detail.png
Window x 15 to 40, y 15 to 40 um. Cells in gray, sequential cells in the stronger gray; small squares are vias.
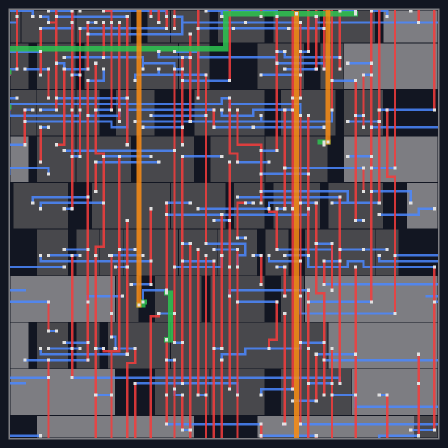
layer_met2.png
Drawn at 6 px/um.
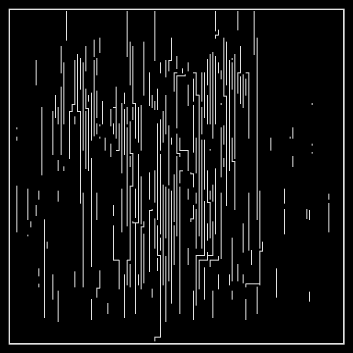
Design ripple_count_monitor, sky130hd; sources not shown.
==> Changelog: implementation <==
### Implementation results

- Final hold violation count: 0
- Placed cell count: 178
- F_max: 434 MHz
- Core Footprint: 0.00250 mm^2
- Outcome: completed
- Setup violators final: 0
- Log Warnings: 27
- Syn avg cell area: 11.6 um^2
- CTS Buffer Depth: 2
- Die H: 55.5 um
- Setup TNS: 0 ns
- Static Leak: 0.791 nW
- Nets@finish: 166
- Die Width: 55.5 um
- Main power-consuming group: registers
- Hold-fix buffers, CTS: 0
- CTS tree: yes
- Slowest-stage cell, CP: dfrtp_1
- First-pass GRT wire length: 4700 um
- FF-to-FF setup slack: 1.50 ns
- Worst path cell trace: inv_1 > ha_1 > xnor2_1 > or3_1 > nor4_1 > mux2_1
- Seq group: 0.000367 W
- Vias in the first global route: 1038
- Mapped Area: 0.00149 mm^2
- Fillers: 177
- Tmin final: 2.30 ns
- Ports: 23
- Critical path startpoint category: register
- CTS resizes: 0
- Worst vdd ir: 0.317 mV
- Max-slew violation count: 0
- Min-delay worst type: reg2reg
- Sw Share: 27.7%
- Final Wtd Congestion: 0.889
- Via/cell ratio: 5.55
- Inserted Diodes: 0
- # rows: 18
## Picture notes: detail.png
| layer | color |
|---|---|
| metal 1 | blue |
| metal 2 | red |
| metal 4 | orange |
| metal 3 | green |
sequential cells in the window: 7
most frequent: dfrtp_1 (7), xnor2_1 (6)
cells with their middle in the window: 58

## Picture notes: layer_met2.png
share of all routed wire: 48%
main direction: vertical
detailed-route via count: 1033
M2 GR Usage: 31.8%
final WL: 2760 um

-- cell families after synthesis --
| family | share of synthesized area [%] |
|---|---|
| adder cells (fa/ha/maj) | 3.37 |
| buffers and inverters | 3.11 |
| XOR/XNOR | 9.34 |
| AND/OR/NAND/NOR | 19.0 |
| flip-flops | 53.9 |
| multiplexers | 6.06 |
| AND-OR/OR-AND | 5.22 |
-- placed cells by master, fill, tap and decap left out, types with 2 or more instances in the layout --
cell	synthesis	final
inv_1	4	4
nor2_1	13	13
clkbuf_4	0	5
xor2_1	7	7
nand4_1	6	6
o31ai_1	2	2
nor4_1	5	5
mux2_2	7	7
clkdlybuf4s50_1	1	22
dfrtp_1	32	32
buf_4	0	2
o21ai_0	2	2
and3_1	2	2
xnor2_1	6	6
nand2_1	4	4
ha_1	4	4
nor2b_1	6	6
nand3_1	2	2
a21oi_1	2	2
nor3_1	4	4
-- routing by layer --
| metal | routed length [um] | track usage (%) | vias to the layer above |
|---|---|---|---|
| li1 | - | - | 509 |
| met1 | 1220 | 24.3 | 488 |
| met2 | 1340 | 31.8 | 30 |
| met3 | 143 | 7.26 | 6 |
| met4 | 67 | 9.06 | 0 |
| met5 | 0 | 0 | - |
-- cells in the mapped netlist (all sizes together) --
library cell | number | area [um^2]
dfrtp | 32 | 801
nor2 | 13 | 48.8
mux2 | 8 | 90.1
xor2 | 7 | 61.3
nand4 | 6 | 37.5
nor2b | 6 | 37.5
xnor2 | 6 | 52.6
nor4 | 5 | 31.3
ha | 4 | 50.1
inv | 4 | 15.0
nand2 | 4 | 15.0
nor3 | 4 | 20.0
a21oi | 2 | 10.0
and3 | 2 | 12.5
buf | 2 | 16.3
nand3 | 2 | 10.0
o21ai | 2 | 10.0
o31ai | 2 | 15.0
a21boi | 1 | 7.51
and2b | 1 | 7.51
and3b | 1 | 8.76
and4 | 1 | 8.76
clkbuf | 1 | 5.00
clkdlybuf4s50 | 1 | 10.0
nand2b | 1 | 6.26
nand4b | 1 | 8.76
nor3b | 1 | 7.51
nor4b | 1 | 8.76
o2111a | 1 | 11.3
o2111ai | 1 | 8.76
o22ai | 1 | 6.26
o41ai | 1 | 8.76
or3 | 1 | 6.26
or4 | 1 | 7.51
xor3 | 1 | 25.0
-- metrics by stage --
stage | total power (W) | hold WS, ns | utilization (%) | worst slack, ns | instance area, um^2
after global routing | 0.000768 | 0.369 | 72.3 | 1.31 | 1810
after CTS | 0.000743 | 0.360 | 72.3 | 1.50 | 1810
final | 0.000740 | 0.358 | 72.3 | 1.50 | 1810
after detailed placement | 0.000487 | 0.337 | 69.1 | 1.51 | 1730
after floorplan | 0.000449 | 0.274 | - | 1.45 | 1490
after global placement | 0.000479 | 0.332 | 69.1 | 1.62 | 1730
-- final cells by class --
class                           instances  area, um^2  area share, %
Tap cell                               30        37.5           2.08
Sequential cell                        32         801           44.3
Clock inverter                          3        42.5           2.35
Clock buffer                            5        37.5           2.08
Multi-Input combinational cell         88         639           35.4
Timing Repair Buffer                   24         235           13.0
Inverter                                4        15.0          0.830
No activity file was given, so power comes from the tool's default toggle rates.
